Fig. 1: run 1, I/O pins on the die edge
Pins as bars across the die edge, other pins in gray.
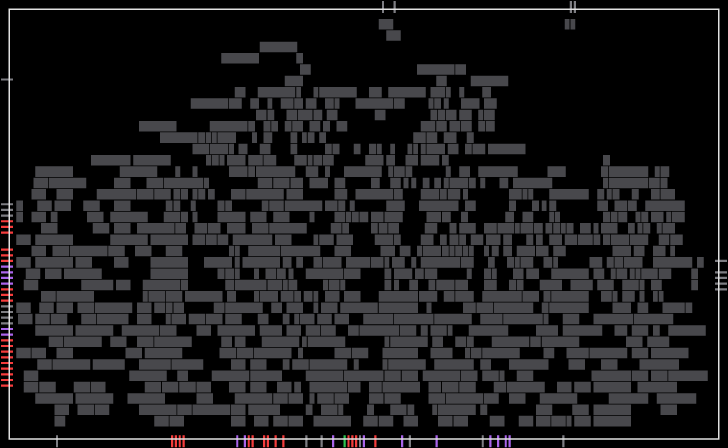
Fig. 2: run 1, sequential cells grouped by signal name
Scale bar: 50 um. Other sequential cells in the stronger gray, the rest of the logic in the fainter gray.
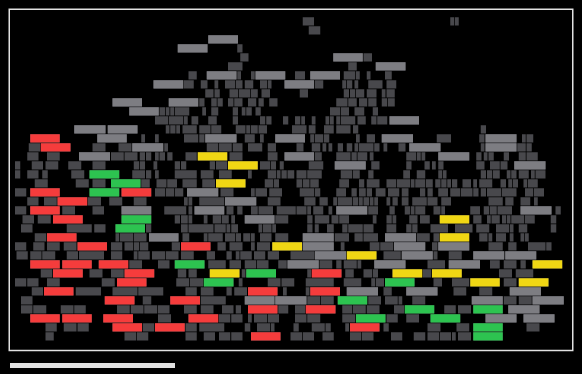
Fig. 3: run 1, wiring by layer
Two of the layers only.
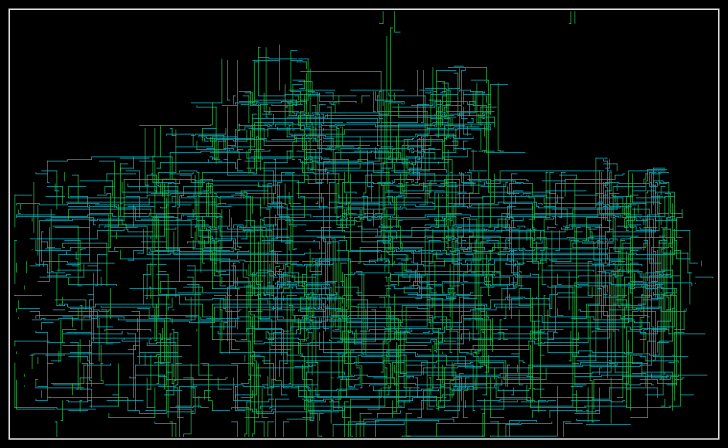
Fig. 4: run 1, clock wiring as the flow saved it
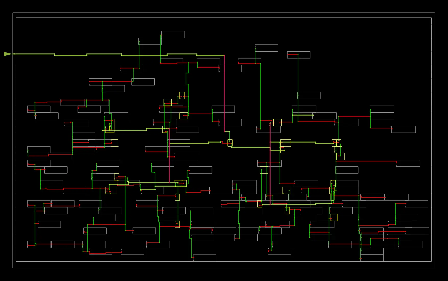
[src/rtl/iwdg_pkg.sv]
// Shared definitions for the windowed independent watchdog: key values,
// register map, status bit positions and the bus handshake state type.
package iwdg_pkg;

    // Key register command values
    localparam logic [15:0] KEY_START  = 16'hCCCC;
    localparam logic [15:0] KEY_RELOAD = 16'hAAAA;
    localparam logic [15:0] KEY_UNLOCK = 16'h5555;

    // Register indices (position in the decode vector)
    localparam int NUM_REGS = 6;
    localparam int REG_KR   = 0;
    localparam int REG_PR   = 1;
    localparam int REG_RLR  = 2;
    localparam int REG_SR   = 3;
    localparam int REG_WINR = 4;
    localparam int REG_EWCR = 5;

    // Byte offsets from the block base address
    localparam logic [31:0] OFF_KR   = 32'h00;
    localparam logic [31:0] OFF_PR   = 32'h04;
    localparam logic [31:0] OFF_RLR  = 32'h08;
    localparam logic [31:0] OFF_SR   = 32'h0C;
    localparam logic [31:0] OFF_WINR = 32'h10;
    localparam logic [31:0] OFF_EWCR = 32'h14;

    // Status register bit positions
    localparam int SR_RUN  = 0;
    localparam int SR_UNLK = 1;
    localparam int SR_EWIF = 2;

    // Bus handshake states
    typedef enum logic {
        BUS_IDLE = 1'b0,
        BUS_ACK  = 1'b1
    } bus_state_t;

    // Map a register index to its byte offset; unknown indices map to an
    // address no access can match within the block window.
    function automatic logic [31:0] reg_offset(input int idx);
        logic [31:0] off;
        case (idx)
            REG_KR:   off = OFF_KR;
            REG_PR:   off = OFF_PR;
            REG_RLR:  off = OFF_RLR;
            REG_SR:   off = OFF_SR;
            REG_WINR: off = OFF_WINR;
            REG_EWCR: off = OFF_EWCR;
            default:  off = 32'hFFFF_FFFC;
        endcase
        return off;
    endfunction

endpackage

[src/rtl/iwdg_countdown.sv]
// Watchdog timing core: prescaler, down-counter, refresh-window check,
// early-warning compare, reset-request pulse and early-warning flag.
module iwdg_countdown
    import iwdg_pkg::*;
#(
    parameter int CNT_W = 12,
    parameter int PR_W  = 3
) (
    input  logic             clk_m2s,
    input  logic             rst_m2s,
    input  logic             tick_lsi,
    input  logic             start_key,
    input  logic             reload_key,
    input  logic             ewif_clr,
    input  logic [PR_W-1:0]  pr_val,
    input  logic [CNT_W-1:0] rlr_val,
    input  logic [CNT_W-1:0] winr_val,
    input  logic [CNT_W-1:0] ewc_val,
    output logic             running,
    output logic             ewif,
    output logic             ewif_next,
    output logic             rst_iwdg
);

    // Wide enough to hold div-1 for the largest prescaler setting
    localparam int PSC_W = (1 << PR_W) + 1;

    logic             running_reg, running_next;
    logic [CNT_W-1:0] cnt_reg, cnt_next;
    logic [PSC_W-1:0] psc_reg, psc_next;
    logic [PR_W-1:0]  pr_act_reg, pr_act_next;
    logic             ewif_reg;
    logic             rst_reg, rst_next;
    logic             ew_set;
    logic [CNT_W-1:0] cnt_dec;

    // div-1 = 2^(PR+2)-1 is a run of (PR+2) ones; build it bit by bit for the
    // freshly written PR (used at period boundaries) and the latched PR
    // (used for prescaler roll-overs inside the current period).
    logic [PR_W:0]    shift_new, shift_act;
    logic [PSC_W-1:0] div_new_m1, div_act_m1;

    assign shift_new = {1'b0, pr_val}     + (PR_W+1)'(2);
    assign shift_act = {1'b0, pr_act_reg} + (PR_W+1)'(2);

    generate
        for (genvar gi = 0; gi < PSC_W; gi++) begin : g_div
            assign div_new_m1[gi] = ((PR_W+1)'(gi) < shift_new);
            assign div_act_m1[gi] = ((PR_W+1)'(gi) < shift_act);
        end
    endgenerate

    assign cnt_dec = cnt_reg - CNT_W'(1);

    // Next-state: reload key beats the tick, start only acts when stopped,
    // and a window violation plus expiry still yields one pulse.
    always_comb begin
        running_next = running_reg;
        cnt_next     = cnt_reg;
        psc_next     = psc_reg;
        pr_act_next  = pr_act_reg;
        rst_next     = 1'b0;
        ew_set       = 1'b0;

        if (reload_key) begin
            cnt_next    = rlr_val;
            psc_next    = div_new_m1;
            pr_act_next = pr_val;
            if (running_reg && (cnt_reg > winr_val)) begin
                rst_next = 1'b1;
            end
        end else if (start_key && !running_reg) begin
            running_next = 1'b1;
            cnt_next     = rlr_val;
            psc_next     = div_new_m1;
            pr_act_next  = pr_val;
        end else if (running_reg && tick_lsi) begin
            if (psc_reg != '0) begin
                psc_next = psc_reg - PSC_W'(1);
            end else if (cnt_reg == '0) begin
                rst_next    = 1'b1;
                cnt_next    = rlr_val;
                psc_next    = div_new_m1;
                pr_act_next = pr_val;
            end else begin
                psc_next = div_act_m1;
                cnt_next = cnt_dec;
                if (cnt_dec == ewc_val) begin
                    ew_set = 1'b1;
                end
            end
        end
    end

    // Early-warning flag: a set in the same cycle as a clear wins
    always_comb begin
        ewif_next = ewif_reg;
        if (ewif_clr) begin
            ewif_next = 1'b0;
        end
        if (ew_set) begin
            ewif_next = 1'b1;
        end
    end

    // Timing state registers
    always_ff @(posedge clk_m2s or negedge rst_m2s) begin
        if (!rst_m2s) begin
            running_reg <= 1'b0;
            cnt_reg     <= '1;
            psc_reg     <= '0;
            pr_act_reg  <= '0;
            ewif_reg    <= 1'b0;
            rst_reg     <= 1'b0;
        end else begin
            running_reg <= running_next;
            cnt_reg     <= cnt_next;
            psc_reg     <= psc_next;
            pr_act_reg  <= pr_act_next;
            ewif_reg    <= ewif_next;
            rst_reg     <= rst_next;
        end
    end

    assign running  = running_reg;
    assign ewif     = ewif_reg;
    assign rst_iwdg = rst_reg;

endmodule

[src/rtl/iwdg_win.sv]
// Windowed independent watchdog: Wishbone slave front end, register file
// and key decode around the iwdg_countdown timing core.
module iwdg_win
    import iwdg_pkg::*;
#(
    parameter int          CNT_W    = 12,
    parameter int          PR_W     = 3,
    parameter int          DAT_W    = 16,
    parameter logic [31:0] BASE_ADR = 32'h0100_0000
) (
    input  logic             clk_m2s,
    input  logic             rst_m2s,
    input  logic             tick_lsi,
    input  logic [DAT_W-1:0] dat_m2s,
    input  logic [31:0]      adr_m2s,
    input  logic             cyc_m2s,
    input  logic             stb_m2s,
    input  logic             we_m2s,
    output logic [DAT_W-1:0] dat_s2m,
    output logic             ack_s2m,
    output logic             rst_iwdg,
    output logic             ewi_irq
);

    bus_state_t       state_reg, state_next;
    logic [31:0]      adr_reg;
    logic [DAT_W-1:0] dat_reg;
    logic             we_reg;

    logic [PR_W-1:0]  pr_reg, pr_next;
    logic [CNT_W-1:0] rlr_reg, rlr_next;
    logic [CNT_W-1:0] winr_reg, winr_next;
    logic [CNT_W:0]   ewcr_reg, ewcr_next;
    logic             unlocked_reg, unlocked_next;
    logic             ewi_irq_reg;

    logic [NUM_REGS-1:0] sel;
    logic [DAT_W-1:0]    rdata;
    logic                wr_en;
    logic                is_start, is_reload, is_unlock;
    logic                key_start, key_reload, key_unlock, key_other;
    logic                ewif_clr;
    logic                running, ewif, ewif_next;

    // Address decode against the captured request address
    generate
        for (genvar gi = 0; gi < NUM_REGS; gi++) begin : g_sel
            assign sel[gi] = (adr_reg == (BASE_ADR + reg_offset(gi)));
        end
    endgenerate

    // Writes take effect on the ACK edge of the captured request
    assign wr_en      = (state_reg == BUS_ACK) && we_reg;
    assign is_start   = (dat_reg == DAT_W'(KEY_START));
    assign is_reload  = (dat_reg == DAT_W'(KEY_RELOAD));
    assign is_unlock  = (dat_reg == DAT_W'(KEY_UNLOCK));
    assign key_start  = wr_en && sel[REG_KR] && is_start;
    assign key_reload = wr_en && sel[REG_KR] && is_reload;
    assign key_unlock = wr_en && sel[REG_KR] && is_unlock;
    assign key_other  = wr_en && sel[REG_KR] && !(is_start || is_reload || is_unlock);
    assign ewif_clr   = wr_en && sel[REG_SR] && dat_reg[SR_EWIF];

    // Bus FSM next state and handshake outputs
    always_comb begin
        state_next = state_reg;
        ack_s2m    = 1'b0;
        dat_s2m    = '0;
        case (state_reg)
            BUS_IDLE: begin
                if (cyc_m2s && stb_m2s) begin
                    state_next = BUS_ACK;
                end
            end
            BUS_ACK: begin
                state_next = BUS_IDLE;
                ack_s2m    = 1'b1;
                if (!we_reg) begin
                    dat_s2m = rdata;
                end
            end
            default: state_next = BUS_IDLE;
        endcase
    end

    // Bus state and request capture
    always_ff @(posedge clk_m2s or negedge rst_m2s) begin
        if (!rst_m2s) begin
            state_reg <= BUS_IDLE;
            adr_reg   <= '0;
            dat_reg   <= '0;
            we_reg    <= 1'b0;
        end else begin
            state_reg <= state_next;
            if (state_reg == BUS_IDLE && cyc_m2s && stb_m2s) begin
                adr_reg <= adr_m2s;
                dat_reg <= dat_m2s;
                we_reg  <= we_m2s;
            end
        end
    end

    // Register file updates: protected registers only while unlocked
    always_comb begin
        pr_next       = pr_reg;
        rlr_next      = rlr_reg;
        winr_next     = winr_reg;
        ewcr_next     = ewcr_reg;
        unlocked_next = unlocked_reg;
        if (wr_en && unlocked_reg) begin
            if (sel[REG_PR])   pr_next   = dat_reg[PR_W-1:0];
            if (sel[REG_RLR])  rlr_next  = dat_reg[CNT_W-1:0];
            if (sel[REG_WINR]) winr_next = dat_reg[CNT_W-1:0];
            if (sel[REG_EWCR]) ewcr_next = dat_reg[CNT_W:0];
        end
        if (key_unlock) begin
            unlocked_next = 1'b1;
        end
        if (key_reload || key_other) begin
            unlocked_next = 1'b0;
        end
    end

    // Register file storage; the interrupt tracks next-state flag and enable
    // so it moves in the same cycle as the flag itself
    always_ff @(posedge clk_m2s or negedge rst_m2s) begin
        if (!rst_m2s) begin
            pr_reg       <= '0;
            rlr_reg      <= '1;
            winr_reg     <= '1;
            ewcr_reg     <= '0;
            unlocked_reg <= 1'b0;
            ewi_irq_reg  <= 1'b0;
        end else begin
            pr_reg       <= pr_next;
            rlr_reg      <= rlr_next;
            winr_reg     <= winr_next;
            ewcr_reg     <= ewcr_next;
            unlocked_reg <= unlocked_next;
            ewi_irq_reg  <= ewif_next && ewcr_next[CNT_W];
        end
    end

    // Read data mux; KR and unmapped offsets read as zero
    always_comb begin
        rdata = '0;
        if (sel[REG_PR])   rdata[PR_W-1:0]  = pr_reg;
        if (sel[REG_RLR])  rdata[CNT_W-1:0] = rlr_reg;
        if (sel[REG_WINR]) rdata[CNT_W-1:0] = winr_reg;
        if (sel[REG_EWCR]) rdata[CNT_W:0]   = ewcr_reg;
        if (sel[REG_SR]) begin
            rdata[SR_RUN]  = running;
            rdata[SR_UNLK] = unlocked_reg;
            rdata[SR_EWIF] = ewif;
        end
    end

    assign ewi_irq = ewi_irq_reg;

    iwdg_countdown #(
        .CNT_W (CNT_W),
        .PR_W  (PR_W)
    ) u_countdown (
        .clk_m2s    (clk_m2s),
        .rst_m2s    (rst_m2s),
        .tick_lsi   (tick_lsi),
        .start_key  (key_start),
        .reload_key (key_reload),
        .ewif_clr   (ewif_clr),
        .pr_val     (pr_reg),
        .rlr_val    (rlr_reg),
        .winr_val   (winr_reg),
        .ewc_val    (ewcr_reg[CNT_W-1:0]),
        .running    (running),
        .ewif       (ewif),
        .ewif_next  (ewif_next),
        .rst_iwdg   (rst_iwdg)
    );

endmodule

[config.mk]
export PLATFORM = sky130hd
export DESIGN_NAME = iwdg_win
export DESIGN_NICKNAME = d
export VERILOG_FILES = /design/src/rtl/iwdg_pkg.sv /design/src/rtl/iwdg_countdown.sv /design/src/rtl/iwdg_win.sv
export SDC_FILE = /design/constraint.sdc
export NUM_CORES = 1
export LEC_CHECK = 0
export CAP_MARGIN = 20
export CORE_ASPECT_RATIO = 0.6
export CORE_UTILIZATION = 40
export CTS_BUF_LIST = sky130_fd_sc_hd__clkbuf_2
export DETAILED_ROUTE_END_ITERATION = 12
export PLACE_DENSITY = 0.69
export SLEW_MARGIN = 40
export SYNTH_ARGS = -nofsm -noshare
export SYNTH_HDL_FRONTEND = slang
export SYNTH_HIERARCHICAL = 1
export SYNTH_SLANG_ARGS = --single-unit
export TNS_END_PERCENT = 5
[constraint.sdc]
create_clock -name clk_m2s -period 3.5 [get_ports clk_m2s]
set_input_delay 0.875 -clock clk_m2s [delete_from_list [all_inputs] [get_ports clk_m2s]]
set_output_delay 0.875 -clock clk_m2s [all_outputs]
set_load 0.005 [all_outputs]
==> run summary, run 1 <==
Flow results follow.

The run finished, with violations left. The main flop type is sky130_fd_sc_hd__dfrtp_1. The proportion of power drawn by combinational gates is 0.122. The worst path setup slack after routing is -0.0571 ns.

The buffers plus inverters on the worst setup path is 2. The aggregate global-route resource usage is 0.226. Per STA, the worst path accumulates the most delay in the family simple AND/OR/NAND/NOR gates. The number of detailed-route iterations in the first pass is 5. Checking hold timing, the worst path is listed with class input pin to asynchronous set/reset pin. The synthesized netlist has a Yosys-reported chip area of just under 7000 um2. The number of failing setup endpoints in the final timing report is 5. The number of levels the H-tree was split into is 4. The number of buffers inserted by port buffering is just under 70.

The internal portion of total power is around 1900 uW. Counting the buffers created by CTS gives 17. The global route total overflow is 0. The checks that failed: setup timing. The register with the most flip-flops in the layout has 32 of them.

Of the synthesized area, sequential elements account for 0.447. Of the available clock period, the critical path in the final layout requires 1.02.
-- Fig. 1 (at the start) --
| port | color | pins | direction | edge |
|---|---|---|---|---|
| `ewi_irq` | green | 1 | output | bottom |
| `dat_m2s` | purple | 16 | input | 10 bottom, 6 left |
| `adr_m2s` | red | 32 | input | 18 left, 14 bottom |

-- Fig. 2 (at the start) --
| signal | color | flops |
|---|---|---|
| `dat_reg` | green | 16 |
| `ewcr_reg` | yellow | 13 |
| `adr_reg` | red | 32 |
sequential standard cell area: 3020 um2
P_seq: 1630 uW

-- Fig. 3 (at the start) --
| layer | color | wire length |
|---|---|---|
| metal 2 | green | 7,430 um |
| metal 1 | cyan | 9,230 um |

-- Fig. 4 (at the start) --
registers: 119
Insertion Delay late pin: 0.70 ns
CTS Sinks: 119
clock distribution power: 819 uW

run 1: per-layer routing:
metal | vias to the layer above | GRT usage | part of all wire
met1 | 2659 | 0.343 | 0.51
met2 | 189 | 0.323 | 0.41
met5 | - | 0 | 0
met3 | 19 | 0.0564 | 0.078
met4 | 0 | 0.0485 | 0.0078
li1 | 2437 | - | -
run 1: metrics by stage:
step           utilization  cells  TNS [ns]  area [um2]
3_3_place_gp         0.476    903         0        7770
6_report             0.496    944    -0.176        8100
3_5_place_dp         0.476    903         0        7770
5_1_grt              0.496    944     -1.76        8100
4_1_cts              0.495    944    -0.862        8100
2_1_floorplan            -    612         0        6770
run 1: cell usage after synthesis (all sizes together), types with 5 or more instances:
master	n
inv	31
a22oi	10
o21ai	31
dfstp	36
o21a	5
nor3b	6
buf	21
a21oi	35
mux2	90
xor2	8
a211oi	6
a31oi	6
ha	23
clkbuf	8
nand4	10
xnor2	8
mux2i	6
nor2	27
a21o	8
nor4bb	8
nand2	49
nor3	10
dfrtp	83
nor4	17
nand3	12
run 1: final cells by class:
class / count / share of cell area
Inverter: 31 / 0.0144
Clock buffer: 17 / 0.0105
Sequential cell: 119 / 0.373
Clock inverter: 15 / 0.0145
Tap cell: 228 / 0.0352
Multi-Input combinational cell: 434 / 0.442
Timing Repair Buffer: 100 / 0.110
run 1: cell families (layout without fill, tap and decap cells):
family	after synthesis	count (layout)	synth area share
xor+xnor	16	16	0.0207
fa+ha+maj	23	23	0.0426
other cells	1	3	0.000555
flops	119	119	0.447
mux	96	96	0.164
buf+inv	60	163	0.0402
simple gates	163	164	0.158
compound gates	132	132	0.127
run 1: placed cells by master, fill, tap and decap left out, drive strengths merged, types with 6 or more instances in the layout:
master	n
a211oi	6
a21o	8
a21oi	35
a22oi	10
a31oi	6
buf	45
clkbuf	17
clkdlybuf4s50	55
dfrtp	83
dfstp	36
ha	23
inv	38
mux2	90
mux2i	6
nand2	49
nand3	12
nand4	10
nor2	27
nor3	10
nor3b	6
nor4	17
nor4bb	8
o21ai	31
xnor2	8
xor2	8
run 1: how the worst max path moves through the flow:
stage | to | from | cells after the start | slack, ns
after floorplan | u_countdown/psc_reg[8] | adr_reg[17] | 9 | 0.60
after global placement | u_countdown/psc_reg[2] | adr_reg[22] | 11 | 0.38
after detailed placement | dat_s2m[3] | adr_reg[22] | 5 | 0.29
after CTS | dat_s2m[3] | adr_reg[31] | 6 | -0.12
after global routing | dat_s2m[6] | adr_reg[10] | 6 | -0.20
final | dat_s2m[3] | adr_reg[10] | 6 | -0.06
run 1: power groups by stage:
| stage | sequential [uW] | combinational, uW | clock, uW |
|---|---|---|---|
| after global routing | 1640 | 368 | 907 |
| after floorplan | 1570 | 209 | 0 |
| after detailed placement | 1640 | 332 | 0 |
| after CTS | 1620 | 341 | 833 |
| final | 1630 | 341 | 819 |
| after global placement | 1630 | 321 | 0 |
run 1: what timing repair did:
action,in CTS,in global routing
hold buffers,0,0
setup endpoints to repair,13,18
resized,69,10
cloned,1,0
setup buffers,8,0
pin swaps,12,5
Fig. 5: run 1, gate-type map
Scale bar: 50 um.
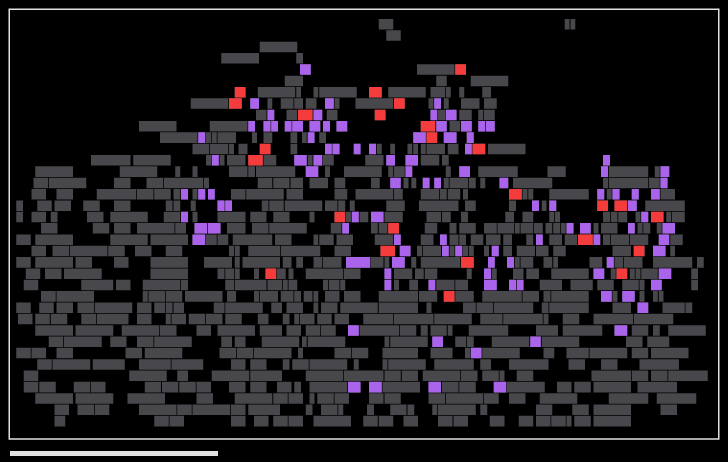

==> run 2: changes to the inputs <==
- GPL_ROUTABILITY_DRIVEN: default -> 0
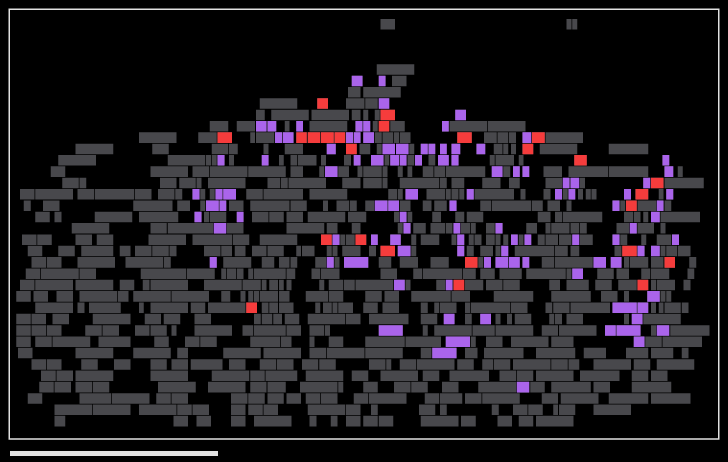
Fig. 6. Gate-type map (run 2).
Scale bar: 50 um.
| family | color | cells | most used |
|---|---|---|---|
| non-inverting ao/oa cells | red | 25 | a21o_1 |
| aoi and oai cells | purple | 107 | a21oi_1 |

==> run 2 against run 1 <==
The flow still finishes with violations (setup timing). Synthesized cell count is the same. Sequential power about the same. Flip-flop count stayed put. Total power is 4.6% higher. Final cell count unchanged. Setup slack got worse by 0.021 ns. Global-route usage down 0.52 points. Area after synthesis unchanged. Largest cell class unchanged.
==> run summary, run 2 <==
Flow results follow.

The proportion of power drawn by combinational gates is 0.115 (was 0.122). The most frequent standard cell in the layout excluding fill and tap cells is sky130_fd_sc_hd__dfrtp_1 (unchanged). The total clock sinks was 119 (unchanged).

Violated checks: setup timing (unchanged). The buffer levels on the longest clock path is 2 (unchanged). The clock latency on the worst-skew pair is 0.67 ns (was 0.70 ns).

The sequential element share of the synthesized area is 0.447 (unchanged). The final instance area is 8190 um2 (was 8100 um2). The worst setup path startpoint is adr_reg[22] (was adr_reg[10]). The aggregate global-route resource usage is 0.221 (was 0.226). The number of buffers inserted by port buffering is 69 (unchanged). The buffers plus inverters on the worst setup path was 3 (was 2). The combinational-cell power consumption came to 334 uW (was 341 uW). The highest routed metal layer is met4 (unchanged).

The part of the cycle the worst path needs is 1.02 (about the same). The family with the most delay on the worst path is simple AND/OR/NAND/NOR gates (unchanged). The number of failing setup endpoints in the final timing report came to 7 (was 5). The top power consumer group was sequential cells (unchanged).

The number of levels the H-tree was split into came to 4 (unchanged). The power dissipated in sequential cells is 1630 uW (about the same). Top cells by instance count after synthesis: 83 x sky130_fd_sc_hd__dfrtp_1, 60 x sky130_fd_sc_hd__mux2_2, 48 x sky130_fd_sc_hd__nand2_1 (unchanged). The placed standard-cell area is 7770 um2 (about the same).

The flip-flop count of the largest register after layout is 32 (unchanged). The internal portion of total power is 2020 uW (was 1870 uW). The final setup TNS is -0.359 ns (was -0.176 ns). The share of the core filled with cells is 0.501 (was 0.496). Result of the run: complete, but fails checks (unchanged). The library cell with the highest instance count after synthesis was sky130_fd_sc_hd__dfrtp_1 (unchanged). The worst path setup slack after routing is -0.0784 ns (was -0.0571 ns). The yosys stat chip area is 6760 um2 (unchanged). The number of buffers inserted during clock tree synthesis is 17 (unchanged). The main flop type is sky130_fd_sc_hd__dfrtp_1 (unchanged). The clock group total power is 951 uW (was 819 uW).

Most used cells in the layout excluding fill and tap cells: 83 x sky130_fd_sc_hd__dfrtp_1, 60 x sky130_fd_sc_hd__mux2_2, 55 x sky130_fd_sc_hd__clkdlybuf4s50_1 (unchanged).
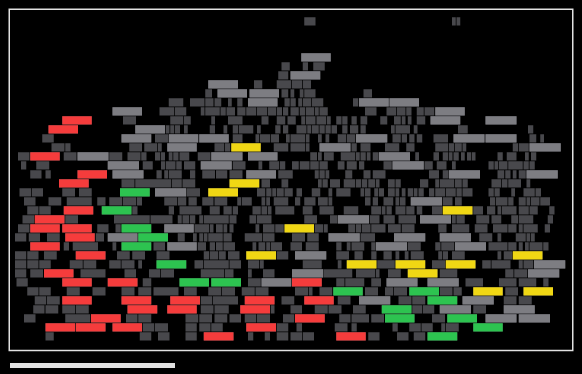
Fig. 7. Sequential cells grouped by signal name (run 2).
Scale bar: 50 um. Other sequential cells in the stronger gray, the rest of the logic in the fainter gray.
| signal | color | flops |
|---|---|---|
| `adr_reg` | red | 32 |
| `ewcr_reg` | yellow | 13 |
| `dat_reg` | green | 16 |

-- run 2: netlist changes by cell type in the layout (fill, tap and decap cells not counted) --
| cell | change |
|---|---|
| sky130_fd_sc_hd__buf_6 | +1 |
| sky130_fd_sc_hd__nor2_1 | -2 |
| sky130_fd_sc_hd__nor3_1 | +1 |
| sky130_fd_sc_hd__nor2_2 | +1 |
| sky130_fd_sc_hd__a21oi_2 | -5 |
| sky130_fd_sc_hd__clkinv_2 | -2 |
| sky130_fd_sc_hd__buf_4 | -1 |
| sky130_fd_sc_hd__bufinv_16 | +2 |
| sky130_fd_sc_hd__nor3_2 | -1 |
| sky130_fd_sc_hd__a21oi_4 | +5 |
| sky130_fd_sc_hd__nor2_4 | +1 |
| sky130_fd_sc_hd__nor4_4 | -1 |
| sky130_fd_sc_hd__nor4_2 | +1 |
-- run 2: worst reg2reg max path, cell delays in order (launching register included) --
cell                      delay (ns)
sky130_fd_sc_hd__dfrtp_1        0.45
sky130_fd_sc_hd__nor4b_4        0.39
sky130_fd_sc_hd__nand4_4        0.14
sky130_fd_sc_hd__buf_6          0.15
sky130_fd_sc_hd__buf_4          0.16
sky130_fd_sc_hd__or2_2          0.31
sky130_fd_sc_hd__nor4_1         0.29
sky130_fd_sc_hd__buf_4          0.16
sky130_fd_sc_hd__a21o_1         0.29
sky130_fd_sc_hd__a21oi_1        0.18
sky130_fd_sc_hd__a21oi_1        0.40
sky130_fd_sc_hd__o21a_1         0.17
sky130_fd_sc_hd__o22a_1         0.13
-- run 2: worst paths after layout --
path | to | cells past startpoint
worst max register to register | u_countdown/psc_reg[2] | 12
max in group asynchronous | rlr_reg[1] | 2
min in group clk_m2s | u_countdown/cnt_reg[11] | 2
worst min register to register | u_countdown/cnt_reg[11] | 2
worst max-delay path | dat_s2m[8] | 7
worst min-delay path | adr_reg[10] | 1
-- run 2: timing repair --
action / in CTS / in global routing
gates cloned: 1 / 0
buffers inserted: 9 / 0
pin swaps: 10 / 6
gates resized: 80 / 6
hold buffers: 0 / 0
setup endpoints to repair: 13 / 21
-- run 2: through the flow --
| stage | hold WS [ns] | cells | total power, uW |
|---|---|---|---|
| 2_1_floorplan | 0.467 | 612 | 1780 |
| 3_3_place_gp | 0.479 | 902 | 1950 |
| 3_5_place_dp | 0.493 | 902 | 1970 |
| 4_1_cts | 0.0393 | 944 | 2930 |
| 5_1_grt | 0.0263 | 944 | 3050 |
| 6_report | 0.102 | 944 | 2910 |
-- run 2: routing by layer --
layer	vias up	GRT usage
met5	-	0
met4	0	0.0575
met3	21	0.0764
met2	250	0.307
met1	2610	0.324
li1	2425	-
-- run 2: area by class of cell --
class / count / area (um2)
fill: 1451 / 8160
multi-input combinational: 434 / 3620
sequential: 119 / 3020
timing repair buffer: 100 / 898
tap: 228 / 285
clock inverter: 15 / 168
inverter: 31 / 116
clock buffer: 17 / 85.1
-- run 2: cell families after synthesis --
family,count (synthesis),share of synthesized area
compound gates,132,0.127
buf+inv,60,0.0402
xor+xnor,16,0.0207
simple gates,163,0.158
fa+ha+maj,23,0.0426
other cells,1,0.000555
flops,119,0.447
mux,96,0.164
Power and IR drop assume default switching activity.
